**config.mk**
```make
export PLATFORM = sky130hd
export DESIGN_NAME = bcd_dabble_sequencer
export DESIGN_NICKNAME = d
export VERILOG_FILES = /design/src/rtl/bcd_dabble_sequencer.sv
export SDC_FILE = /design/constraint.sdc
export NUM_CORES = 1
export LEC_CHECK = 0
export ABC_AREA = 1
export CAP_MARGIN = 10
export CORE_MARGIN = 3
export CORE_UTILIZATION = 40
export CTS_BUF_LIST = sky130_fd_sc_hd__clkbuf_4 sky130_fd_sc_hd__clkbuf_8
export CTS_CLUSTER_DIAMETER = 30
export DETAILED_ROUTE_END_ITERATION = 10
export GPL_ROUTABILITY_DRIVEN = 0
export PLACE_DENSITY = 0.7
export SETUP_SLACK_MARGIN = 0.5
export SLEW_MARGIN = 25
export SYNTH_ARGS = -nofsm -noshare
export SYNTH_HDL_FRONTEND = slang
export SYNTH_SLANG_ARGS = --single-unit
```
**constraint.sdc**
```tcl
create_clock -name clk -period 5.5 [get_ports clk]
set_clock_uncertainty 0.05 [all_clocks]
set_input_delay 1.1 -clock clk [delete_from_list [all_inputs] [get_ports clk]]
set_output_delay 1.1 -clock clk [all_outputs]
set_load 0.02 [all_outputs]
```
**src/rtl/bcd_dabble_sequencer.sv**
```systemverilog
// Sequential binary-to-BCD converter (shift-and-add-3) that time-shares a single
// 4-bit comparator across all BCD digits, one digit per cycle.

module FourBitComparator (
    input  logic [3:0] A,
    input  logic [3:0] B,
    output logic       Greater
);
    assign Greater = (A > B);
endmodule

module bcd_dabble_sequencer #(
    parameter int WIDTH  = 8,
    parameter int DIGITS = 3
) (
    input  logic                clk,
    input  logic                rst,
    input  logic                Start,
    input  logic [WIDTH-1:0]    Binary,
    output logic                Busy,
    output logic                Done,
    output logic [4*DIGITS-1:0] Bcd
);
    localparam int CNT_W = (WIDTH > 1) ? $clog2(WIDTH) : 1;
    localparam int IDX_W = (DIGITS > 1) ? $clog2(DIGITS) : 1;
    localparam int BCD_W = 4 * DIGITS;

    typedef enum logic [1:0] {IDLE, ADJUST, SHIFT, DONE} state_t;

    state_t           state_q, state_d;
    logic [WIDTH-1:0] bin_q, bin_d;
    logic [BCD_W-1:0] work_q, work_d;
    logic [BCD_W-1:0] bcd_q, bcd_d;
    logic [CNT_W-1:0] bit_cnt_q, bit_cnt_d;
    logic [IDX_W-1:0] digit_idx_q, digit_idx_d;
    logic [3:0]       nibble;
    logic [3:0]       nibble_adj;
    logic             greater;
    logic             last_digit;
    logic             last_bit;

    always_comb begin
        nibble = 4'd0;
        for (int d = 0; d < DIGITS; d++) begin
            if (digit_idx_q == IDX_W'(d)) nibble = work_q[4*d +: 4];
        end
    end

    FourBitComparator u_cmp (
        .A       (nibble),
        .B       (4'd4),
        .Greater (greater)
    );

    // An adjusted digit never exceeds 12, so the 4-bit add cannot overflow.
    assign nibble_adj = greater ? (nibble + 4'd3) : nibble;
    assign last_digit = (digit_idx_q == IDX_W'(DIGITS - 1));
    assign last_bit   = (bit_cnt_q == CNT_W'(WIDTH - 1));

    always_ff @(posedge clk) begin
        if (rst) begin
            state_q     <= IDLE;
            bin_q       <= '0;
            work_q      <= '0;
            bcd_q       <= '0;
            bit_cnt_q   <= '0;
            digit_idx_q <= '0;
        end else begin
            state_q     <= state_d;
            bin_q       <= bin_d;
            work_q      <= work_d;
            bcd_q       <= bcd_d;
            bit_cnt_q   <= bit_cnt_d;
            digit_idx_q <= digit_idx_d;
        end
    end

    always_comb begin
        state_d = state_q;
        case (state_q)
            IDLE:    if (Start) state_d = ADJUST;
            ADJUST:  if (last_digit) state_d = SHIFT;
            SHIFT:   state_d = last_bit ? DONE : ADJUST;
            DONE:    state_d = IDLE;
            default: state_d = IDLE;
        endcase
    end

    always_comb begin
        bin_d       = bin_q;
        work_d      = work_q;
        bcd_d       = bcd_q;
        bit_cnt_d   = bit_cnt_q;
        digit_idx_d = digit_idx_q;
        case (state_q)
            IDLE: begin
                if (Start) begin
                    bin_d       = Binary;
                    work_d      = '0;
                    bit_cnt_d   = '0;
                    digit_idx_d = '0;
                end
            end
            ADJUST: begin
                for (int d = 0; d < DIGITS; d++) begin
                    if (digit_idx_q == IDX_W'(d)) work_d[4*d +: 4] = nibble_adj;
                end
                if (!last_digit) digit_idx_d = digit_idx_q + IDX_W'(1);
            end
            SHIFT: begin
                {work_d, bin_d} = {work_q, bin_q} << 1;
                digit_idx_d     = '0;
                // Capture the final shifted digits so Bcd is valid in the DONE cycle.
                if (last_bit) bcd_d = {work_q[BCD_W-2:0], bin_q[WIDTH-1]};
                else          bit_cnt_d = bit_cnt_q + CNT_W'(1);
            end
            default: ;
        endcase
    end

    always_comb begin
        Busy = (state_q == ADJUST) || (state_q == SHIFT);
        Done = (state_q == DONE);
    end

    assign Bcd = bcd_q;

endmodule

```
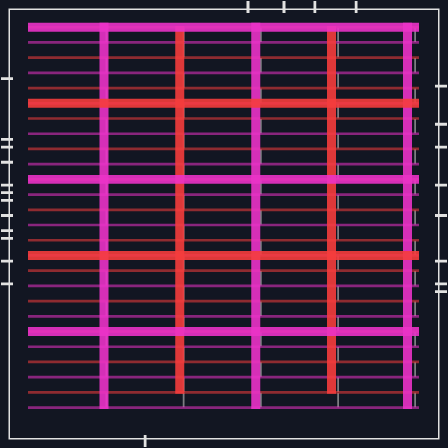
**Above:** run 1 (supply network).
Pins as bars on the die edge. Tap cells in gray.
legend:
  VSS:
    color: magenta
  VDD:
    color: red
rows: 25
met5 straps: 5
signal pins: 25
met4 straps: 5
largest voltage drop on the vdd net: 0.2814 mV
chip height: 76.53 um
area of the core region: 0.004755 sq mm
die width: 76.53 um

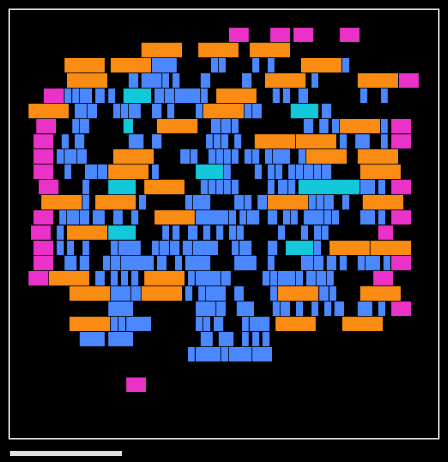
**Above:** run 1 (cell classes on the final placement).
Scale bar: 20 um.
legend:
  flip-flops:
    color: orange
    cells: 39
  all other logic:
    color: blue
    cells: 223
  other buffers and delay cells:
    color: magenta
    cells: 25
  clock drivers and dummy loads:
    color: cyan
    cells: 8

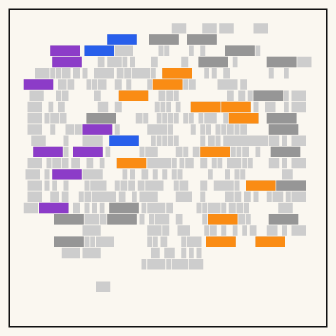
**Above:** run 1 (register map, names as in the netlist).
Other sequential cells in the stronger gray, the rest of the logic in the fainter gray.
legend:
  bit_cnt_q:
    color: blue
    flops: 3
  work_q:
    color: orange
    flops: 12
  bin_q:
    color: purple
    flops: 8

-- run 1: critical path: stages (launching register included) --
cell,delay [ns]
dfxtp_1,0.38
inv_1,0.09
ha_1,0.31
clkdlybuf4s50_1,0.60
-- run 1: per-layer routing --
metal	wire length (um)	vias up	GRT usage [%]	part of all wire, %
met5	0	-	0	0
met3	190	7	3.191	4.6
li1	-	930	-	-
met1	1967	788	18.78	48
met4	63	0	5.616	1.5
met2	1911	46	23.64	46
-- run 1: power by group through the flow --
| stage | Sequential [mW] | Combinational, mW | Clock (mW) |
|---|---|---|---|
| CTS | 0.351 | 0.357 | 0.249 |
| global placement | 0.356 | 0.351 | 0 |
| finish | 0.351 | 0.358 | 0.244 |
| global route | 0.357 | 0.402 | 0.265 |
| detailed placement | 0.358 | 0.354 | 0 |
| floorplan | 0.351 | 0.286 | 0 |
-- run 1: area by class of cell --
class,count,area [sq um]
flip-flops and latches,39,780.7
well taps,67,83.83
multi-input cells,197,1059
fillers,484,2369
inverters,26,97.59
clock inverters,2,35.03
clock buffers,6,82.58
repair buffers,25,247.7
-- run 1: cells by family (layout without fill, tap and decap cells) --
kind of cell | after synthesis | count (layout) | synth area share [%]
AND-OR/OR-AND | 65 | 65 | 20.06
adder cells (fa/ha/maj) | 10 | 10 | 6.289
buffers and inverters | 36 | 59 | 7.547
flip-flops | 39 | 39 | 39.25
AND/OR/NAND/NOR | 122 | 122 | 26.86
-- run 1: cells in the final DEF, fill, tap and decap left out, types with 2 or more instances in the layout --
master           instances
inv_2                    5
clkdlybuf4s50_1         24
inv_1                   21
nor2_1                  25
o21ai_1                  4
nand2_2                  2
a31oi_1                  7
nand3_2                  5
nor2_2                   3
ha_1                    10
nand3_1                  8
a211oi_1                 6
clkbuf_8                 6
nand2_1                 76
dfxtp_1                 39
nor2_4                   2
a21oi_2                  4
o21ai_0                 21
a21oi_1                 18
-- run 1: registers in the layout, summed over array words and instances (netlist names) --
signal       cells
bin_q            8
work_q          12
Bcd             12
bit_cnt_q        3
state_q          2
digit_idx_q      2
-- run 1: stage by stage --
step,util [%],setup WS [ns],cells,power [mW]
5_1_grt,50.18,2.579,362,1.024
4_1_cts,50.18,2.655,362,0.9570
6_report,50.18,2.671,362,0.9528
3_3_place_gp,47.71,2.826,354,0.7070
2_1_floorplan,-,3.427,272,0.6363
3_5_place_dp,47.71,2.824,354,0.7118
-- run 1: path summary, 6_finish.rpt --
| kind | startpoint | endpoint | slack (ns) |
|---|---|---|---|
| setup / recovery | state_q[0]$_SDFFE_PP0P_ | Busy | 2.67 |
| hold / removal | work_q[5]$_SDFFE_PP0P_ | work_q[5]$_SDFFE_PP0P_ | 0.43 |
| setup reg to reg | state_q[0]$_SDFFE_PP0P_ | bit_cnt_q[2]$_SDFFE_PP0P_ | 3.05 |
| hold reg to reg | work_q[5]$_SDFFE_PP0P_ | work_q[5]$_SDFFE_PP0P_ | 0.43 |
==> flow_metrics.py, run 1 <==
# Metrics from the implementation run
metrics = {
    "global_route": {
        "initial_antenna_violation_count": 0,
        "maximum_number_of_pins_on_one_net_before_global_route_repair": 25,
        "grt_pass1_vias": 1549,
        "groute.usage.overall_pct": 14.54,
        "globalRouteOverflowTotal": 0,
    },
    "place": {
        "placement.cell_area_sq_mm": 0.002268,
        "total_half_perimeter_wirelength_after_legalization_and_detailed_placement_mm": 2.972,
        "buffer_ports.inserted": 24,
    },
    "setup_path": {
        "critical_path_peak_fanout": 4,
        "setup.worst_path.class": "flip-flop to output pin",
    },
    "routing": {
        "firstDrtPassIters": 4,
        "num_vias": 1771,
        "drt.antenna.violating_nets": 0,
    },
    "yosys": {
        "yosys_register_bits": 39,
        "syn_nets": 293,
        "top_area_share_pct": 39.25,
        "ys_top_cells_by_area": "dfxtp_1 39%, nand2_1 14%, ha_1 6.3%",
        "enable_flop_cells": 0,
        "post_synthesis_sequential_area_ratio_pct": 39.25,
        "netlist_top_cells_count": "76 x nand2_1, 39 x dfxtp_1, 25 x nor2_1",
        "ys.warnings.count": 0,
    },
    "floorplan": {
        "initial_utilization_pct": 41.84,
        "floorplan.rows": 25,
    },
    "job": {
        "warning_count": 31,
        "max-cap-violations": 0,
    },
    "timing": {
        "min_period_ns": 2.829,
        "hold_viol": 0,
        "ratio_of_final_minimum_period_to_clock_period_pct": 51.43,
        "maxSlewHeadroom_pct": 53.52,
        "rsz0062_at_grt": "no",
        "setup-tns-final_ns": 0,
        "finalSetupViolations": 0,
        "max_slew.worst_pin.slew_ns": 0.6972,
    },
    "cts": {
        "clk_transition_reported_paths_ns": 0.07,
        "ctsResizeCount": 0,
        "clock_path_buffers": 2,
        "clock_latency_ns": 0.29,
        "h-tree-depth": 2,
        "cts_tree": "yes",
    },
    "pwr": {
        "power.internal_mw": 0.5868,
        "p_per_area_mw_per_mm2": 399.3,
        "p_switching_mw": 0.3660,
    },
    "layout": {
        "post_route_cells_drive_above_1_share_pct": 11.19,
    },
    "min_path": {
        "min_path_type": "flip-flop to flip-flop",
    },
    "run_status": {
        "outcome": "finished, final reports clean",
    },
}
**Run 1: routed clock nets over the placement**

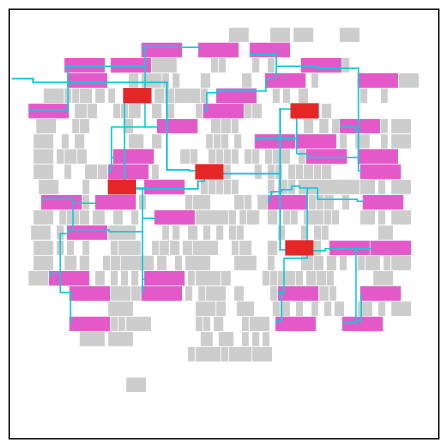

==> run 1 -> run 2 <==
--- a/config.mk
+++ b/config.mk
@@ -13,7 +13,7 @@
 export CTS_CLUSTER_DIAMETER = 30
 export DETAILED_ROUTE_END_ITERATION = 10
 export GPL_ROUTABILITY_DRIVEN = 0
-export PLACE_DENSITY = 0.7
+export PLACE_DENSITY = 0.72
 export SETUP_SLACK_MARGIN = 0.5
 export SLEW_MARGIN = 25
 export SYNTH_ARGS = -nofsm -noshare
==> constraint.sdc (replaced) <==
create_clock -name clk -period 2.6 [get_ports clk]
set_clock_uncertainty 0.05 [all_clocks]
set_input_delay 0.52 -clock clk [delete_from_list [all_inputs] [get_ports clk]]
set_output_delay 0.52 -clock clk [all_outputs]
set_load 0.02 [all_outputs]
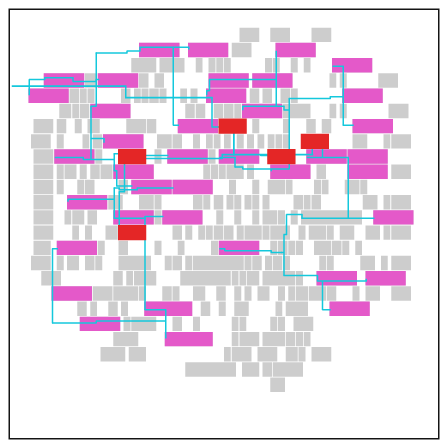
**Above:** run 2 (routed clock nets over the placement).
legend:
  cells driving clock nets:
    color: red
    count: 5
  clock wires:
    color: cyan
    length: 472 um
  flip-flops:
    color: magenta
    count: 39
routed clock nets: 6

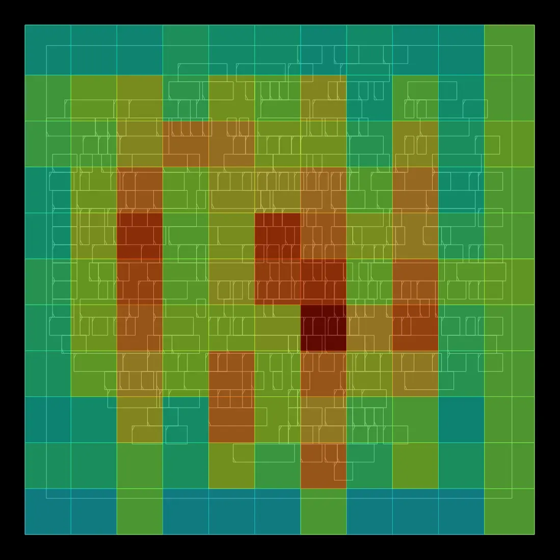
**Above:** run 2 (routing congestion map).
GR Layer Usage met1: 19.78%
All-Layer GR Usage: 15.39%
met2 Track Usage GR: 25.66%
met3 demand-to-capacity share in global routing: 3.783%
average wire per standard cell: 12.26 um

==> run 2 against run 1 <==
Compared with the run above: register-to-register slack got worse by 2.4 ns; clock power rose by 110%; via count rose by 2.4%; cell area rose by 4.2%; synthesized cell count did not move; critical endpoint unchanged; largest power group unchanged.
==> flow_metrics.py, run 2 <==
# Metrics from the implementation run
metrics = {
    "run_status": {
        "outcome": "finished, final reports clean",
    },
    "layout": {
        "layoutNonFillerInstCount": 367,
        "lay_top_count": "nand2_1",
        "layout.filler_cells": 483,
        "post_route_cells_drive_above_1_share_pct": 16.67,
        "layout.area.seq_sq_um": 788.3,
        "logic_area_sq_mm": 0.001115,
    },
    "global_route": {
        "initial_antenna_violation_count": 0,
        "globalRouteOverflowTotal": 0,
        "maximum_number_of_pins_on_one_net_before_global_route_repair": 24,
        "grt_pass1_vias": 1667,
    },
    "timing": {
        "setup-tns-final_ns": 0,
        "rsz0062_at_grt": "yes",
        "maxSlewHeadroom_pct": 65.49,
        "min_period_ns": 1.999,
        "max_slew.worst_pin.slew_ns": 0.5122,
        "finalSetupViolations": 0,
    },
    "floorplan": {
        "die_x_um": 76.53,
        "die-height_um": 76.53,
        "initial_utilization_pct": 41.84,
        "floorplan.rows": 25,
        "core_area_sq_mm": 0.004755,
    },
    "setup_path": {
        "critical_path_peak_fanout": 4,
        "setup.worst_path.class": "flip-flop to output pin",
    },
    "place": {
        "total_half_perimeter_wirelength_after_legalization_and_detailed_placement_mm": 3.184,
        "buffer_ports.inserted": 24,
        "dp_cell_count": 357,
    },
    "job": {
        "warning_count": 32,
        "max-cap-violations": 0,
    },
    "yosys": {
        "netlist_top_cells_count": "76 x nand2_1, 39 x dfxtp_1, 25 x nor2_1",
        "enable_flop_cells": 0,
        "synth-simple-area-share_pct": 26.86,
        "top_area_share_pct": 39.25,
        "yosys-dominant-comb-family": "simple AND/OR/NAND/NOR gates",
        "yosys.area_share.xor_xnor_pct": 0,
        "synth.area.mux_share_pct": 0,
        "ys.warnings.count": 0,
        "syn_nets": 293,
        "synth-adder-area-share_pct": 6.289,
    },
    "cts": {
        "cts_tree": "yes",
        "clk_transition_reported_paths_ns": 0.08,
    },
    "routing": {
        "firstDrtPassIters": 4,
        "drt.antenna.violating_nets": 0,
    },
    "min_path": {
        "min_path_type": "flip-flop to flip-flop",
    },
}
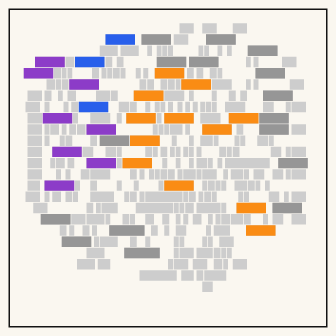
**Above:** run 2 (register map, names as in the netlist).
Other sequential cells in the stronger gray, the rest of the logic in the fainter gray.
legend:
  bin_q:
    color: purple
    flops: 8
  bit_cnt_q:
    color: blue
    flops: 3
  work_q:
    color: orange
    flops: 12

-- run 2: cell types whose count changed in the layout (fill, tap and decap cells not counted), moves of 2 or more --
cell | previous run | this run
buf_4 | 1 | 6
dfxtp_4 | 0 | 2
a21oi_1 | 18 | 16
clkdlybuf4s50_1 | 24 | 22
a21oi_2 | 4 | 6
dfxtp_1 | 39 | 37
dlygate4sd2_1 | 0 | 2
ha_1 | 10 | 6
inv_1 | 21 | 19
ha_4 | 0 | 3
-- run 2: power by group --
| part | switching [mW] | internal, mW |
|---|---|---|
| clock network | 0.211 | 0.311 |
| registers | 0.0575 | 0.693 |
| logic | 0.550 | 0.286 |
-- run 2: worst paths after layout --
| kind | from | endpoint | slack (ns) | cells past startpoint |
|---|---|---|---|---|
| worst max-delay path | state_q[0]$_SDFFE_PP0P_ | Busy | 0.60 | 3 |
| worst min-delay path | work_q[5]$_SDFFE_PP0P_ | work_q[5]$_SDFFE_PP0P_ | 0.42 | 2 |
| worst max register to register | digit_idx_q[1]$_SDFFE_PP0P_ | work_q[5]$_SDFFE_PP0P_ | 0.62 | 15 |
| worst min register to register | work_q[5]$_SDFFE_PP0P_ | work_q[5]$_SDFFE_PP0P_ | 0.42 | 2 |
-- run 2: kinds of logic (layout without fill, tap and decap cells) --
group | Yosys count | count (layout)
AND-OR/OR-AND | 65 | 65
flip-flops | 39 | 39
buffers and inverters | 36 | 64
adder cells (fa/ha/maj) | 10 | 10
AND/OR/NAND/NOR | 122 | 122
-- run 2: cell type report --
class / instances / area share (%)
clock buffer: 6 / 3.320
clock inverter: 2 / 1.408
inverter: 26 / 4.024
multi-input combinational: 197 / 44.82
sequential: 39 / 31.69
tap: 67 / 3.370
timing repair buffer: 30 / 11.37
-- run 2: metrics by stage --
| stage | util [%] | setup WS (ns) | cell area, sq um |
|---|---|---|---|
| floorplan | - | 0.7050 | 1989 |
| global placement | 48.18 | 0.5211 | 2291 |
| global route | 52.32 | 0.4951 | 2487 |
| finish | 52.32 | 0.6007 | 2487 |
| detailed placement | 48.18 | 0.4826 | 2291 |
| CTS | 50.76 | 0.5046 | 2414 |
-- run 2: worst register-to-register path: stages (launching register included) --
cell and delay [ns]:
dfxtp_4 0.37, inv_4 0.08, ha_4 0.18, nand2_1 0.08, nand2_1 0.06, nor2_1 0.05, nor2_2 0.16, ha_2 0.21
inv_1 0.06, nand2_4 0.09, nand2_2 0.05, nand2_1 0.07, nand3_2 0.11, o21ai_1 0.12, nand2_1 0.06, a21oi_1 0.11
-- run 2: repair_timing --
item / in CTS / in global routing
endpoints found under the setup margin: 6 / 12
pin swaps: 0 / 3
hold endpoints to repair: 0 / 0
buffers inserted: 1 / 1
gates resized: 2 / 19
-- run 2: layer usage --
layer,vias up,part of all wire (%)
met2,48,47
met1,821,47
met4,0,0.69
li1,940,-
met5,-,0
met3,4,5.3
**Run 2: cell classes on the final placement**

Scale bar: 20 um.
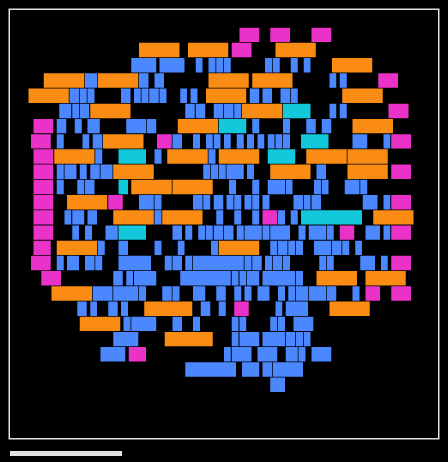

==> run 2 -> run 3 <==
==> constraint.sdc (replaced) <==
create_clock -name clk -period 1.6 [get_ports clk]
set_clock_uncertainty 0.05 [all_clocks]
set_input_delay 0.32 -clock clk [delete_from_list [all_inputs] [get_ports clk]]
set_output_delay 0.32 -clock clk [all_outputs]
set_load 0.02 [all_outputs]
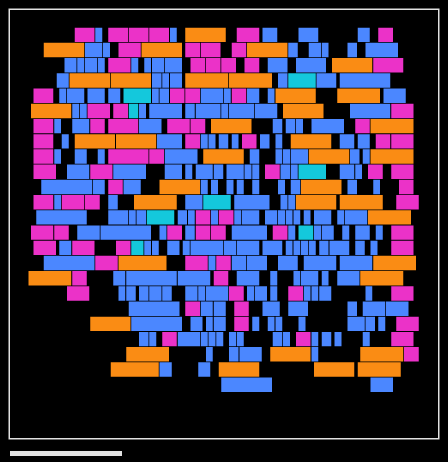
**Above:** run 3 (cell classes on the final placement).
Scale bar: 20 um.
legend:
  other buffers and delay cells:
    color: magenta
    cells: 78
  flip-flops:
    color: orange
    cells: 39
  all other logic:
    color: blue
    cells: 225
  clock drivers and dummy loads:
    color: cyan
    cells: 8

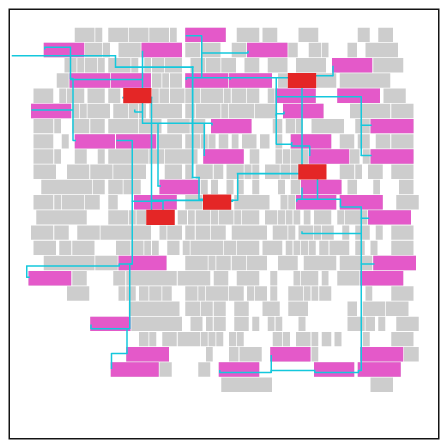
**Above:** run 3 (routed clock nets over the placement).
legend:
  cells driving clock nets:
    color: red
    count: 5
  flip-flops:
    color: magenta
    count: 39
  clock wires:
    color: cyan
    length: 508 um
routed clock nets: 6
flops lie: all over the die
clock group share of total power: 15.2%
clock latency on the worst-skew pair: 0.29 ns
P_clk: 0.679 mW

==> run 3 against run 2 <==
Compared with the run above: the run now ends with setup timing left; non-clock buffer count up 48; sequential power up 71%; sequential share of layout area down 7.4 points; largest power group unchanged; highest routed layer unchanged.
==> flow_metrics.py, run 3 <==
# Metrics from the implementation run
metrics = {
    "layout": {
        "final_core_util_pct": 69.74,
        "layoutNonFillerInstCount": 417,
        "lay_top_count": "nand2_1",
        "post-route-cell-area_sq_mm": 0.003316,
    },
    "yosys": {
        "ys.warnings.count": 0,
        "enable_flop_cells": 0,
        "netlist_top_cells_count": "76 x nand2_1, 39 x dfxtp_1, 25 x nor2_1",
    },
    "cts": {
        "clk_transition_reported_paths_ns": 0.08,
    },
    "run_status": {
        "outcome": "finished, violations left",
        "failed_checks": "setup timing",
    },
    "min_path": {
        "hold-path-endpoint": "work_q[4]$_SDFFE_PP0P_",
        "min_path_type": "flip-flop to flip-flop",
        "hold_path_depth": 2,
    },
    "routing": {
        "wire_per_inst_um": 14.49,
        "firstDrtPassIters": 4,
    },
    "floorplan": {
        "die_x_um": 76.53,
        "initial_utilization_pct": 41.84,
        "floorplan.rows": 25,
        "die-height_um": 76.53,
        "core_area_sq_mm": 0.004755,
    },
    "timing": {
        "max_slew.worst_pin.slew_ns": 0.3629,
        "setup-tns-final_ns": -3.205,
        "rsz0062_at_grt": "yes",
        "postLayoutSetupSlackWorst_ns": -0.3880,
        "maxSlewHeadroom_pct": 75.72,
        "min_period_ns": 1.988,
        "finalSetupViolations": 12,
    },
    "setup_path": {
        "rr_worst_depth": 14,
        "critical_path.reg2reg.endpoint": "work_q[0]$_SDFFE_PP0P_",
        "rr_startpoint": "digit_idx_q[0]$_SDFFE_PP0P_",
        "critical_path_peak_fanout": 5,
    },
    "place": {
        "total_half_perimeter_wirelength_after_legalization_and_detailed_placement_mm": 3.491,
        "dp_slack_ns": -0.2721,
        "placement.cell_area_sq_mm": 0.002616,
        "buffer_ports.inserted": 24,
        "dp_cell_count": 380,
    },
    "global_route": {
        "maximum_number_of_pins_on_one_net_before_global_route_repair": 24,
    },
    "job": {
        "max-cap-violations": 0,
    },
}
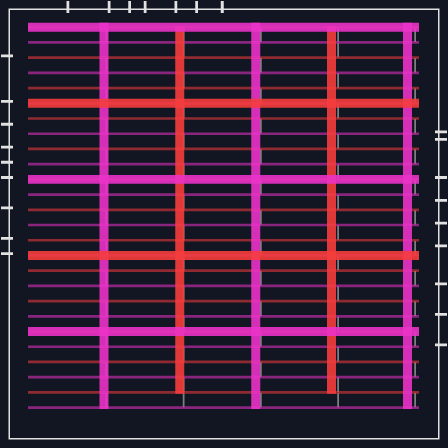
**Above:** run 3 (supply network).
Pins as bars on the die edge. Tap cells in gray.
legend:
  VSS:
    color: magenta
  VDD:
    color: red
met1 rails: 26
met5 straps: 5
rows: 25

run 3: worst max-delay path by stage:
stage	startpoint	cells after the start	slack, ns	end
global placement	digit_idx_q[0]$_SDFFE_PP0P_	14	-0.22	work_q[1]$_SDFFE_PP0P_
global route	digit_idx_q[1]$_SDFFE_PP0P_	15	-0.47	work_q[0]$_SDFFE_PP0P_
floorplan	digit_idx_q[1]$_SDFFE_PP0P_	15	-0.19	work_q[11]$_SDFFE_PP0P_
CTS	digit_idx_q[0]$_SDFFE_PP0P_	14	-0.24	work_q[1]$_SDFFE_PP0P_
finish	digit_idx_q[0]$_SDFFE_PP0P_	14	-0.39	work_q[0]$_SDFFE_PP0P_
detailed placement	digit_idx_q[0]$_SDFFE_PP0P_	14	-0.27	work_q[1]$_SDFFE_PP0P_
run 3: per-layer routing:
layer	global-route usage, %	routed length (um)
met1	24.69	2575
met2	33.66	3104
met3	4.137	276
met4	7.246	89
met5	0	0
run 3: logic make-up after synthesis:
kind of cell             Yosys count  synth area share (%)
adder cells (fa/ha/maj)           10                 6.289
buffers and inverters             36                 7.547
AND-OR/OR-AND                     65                 20.06
flip-flops                        39                 39.25
AND/OR/NAND/NOR                  122                 26.86
run 3: power breakdown:
group	switching, mW	internal (mW)
registers	0.142	1.13
logic	1.35	1.15
clock network	0.356	0.323
run 3: what timing repair did:
action | 4_1_cts | 5_1_grt
hold buffers | 0 | 0
gates resized | 154 | 43
setup endpoints to repair | 53 | 53
pin swaps | 22 | 21
setup buffers | 15 | 11
cloned | 3 | 0
run 3: final cells by class:
cell class / instances / area [sq um]
Clock inverter: 2 / 11.26
Timing Repair inverter: 2 / 32.53
Fill cell: 368 / 1439
Clock buffer: 6 / 76.32
Sequential cell: 39 / 805.8
Multi-Input combinational cell: 197 / 1453
Tap cell: 67 / 83.83
Inverter: 26 / 128.9
Timing Repair Buffer: 78 / 724.4
run 3: worst max-delay path, cell delays in order, from the launching register on:
cell and delay (ns):
dfxtp_4 0.38, inv_4 0.05, ha_4 0.17, a21oi_4 0.15
nor2_2 0.04, nor2_2 0.17, ha_4 0.17, inv_2 0.04
nand2_4 0.09, nand2_4 0.07, nand2_2 0.10, nand3_4 0.08
o21ai_1 0.09, nand2_1 0.09, a21oi_2 0.16
Power figures rest on the tool's default switching activity, not on a simulated workload.
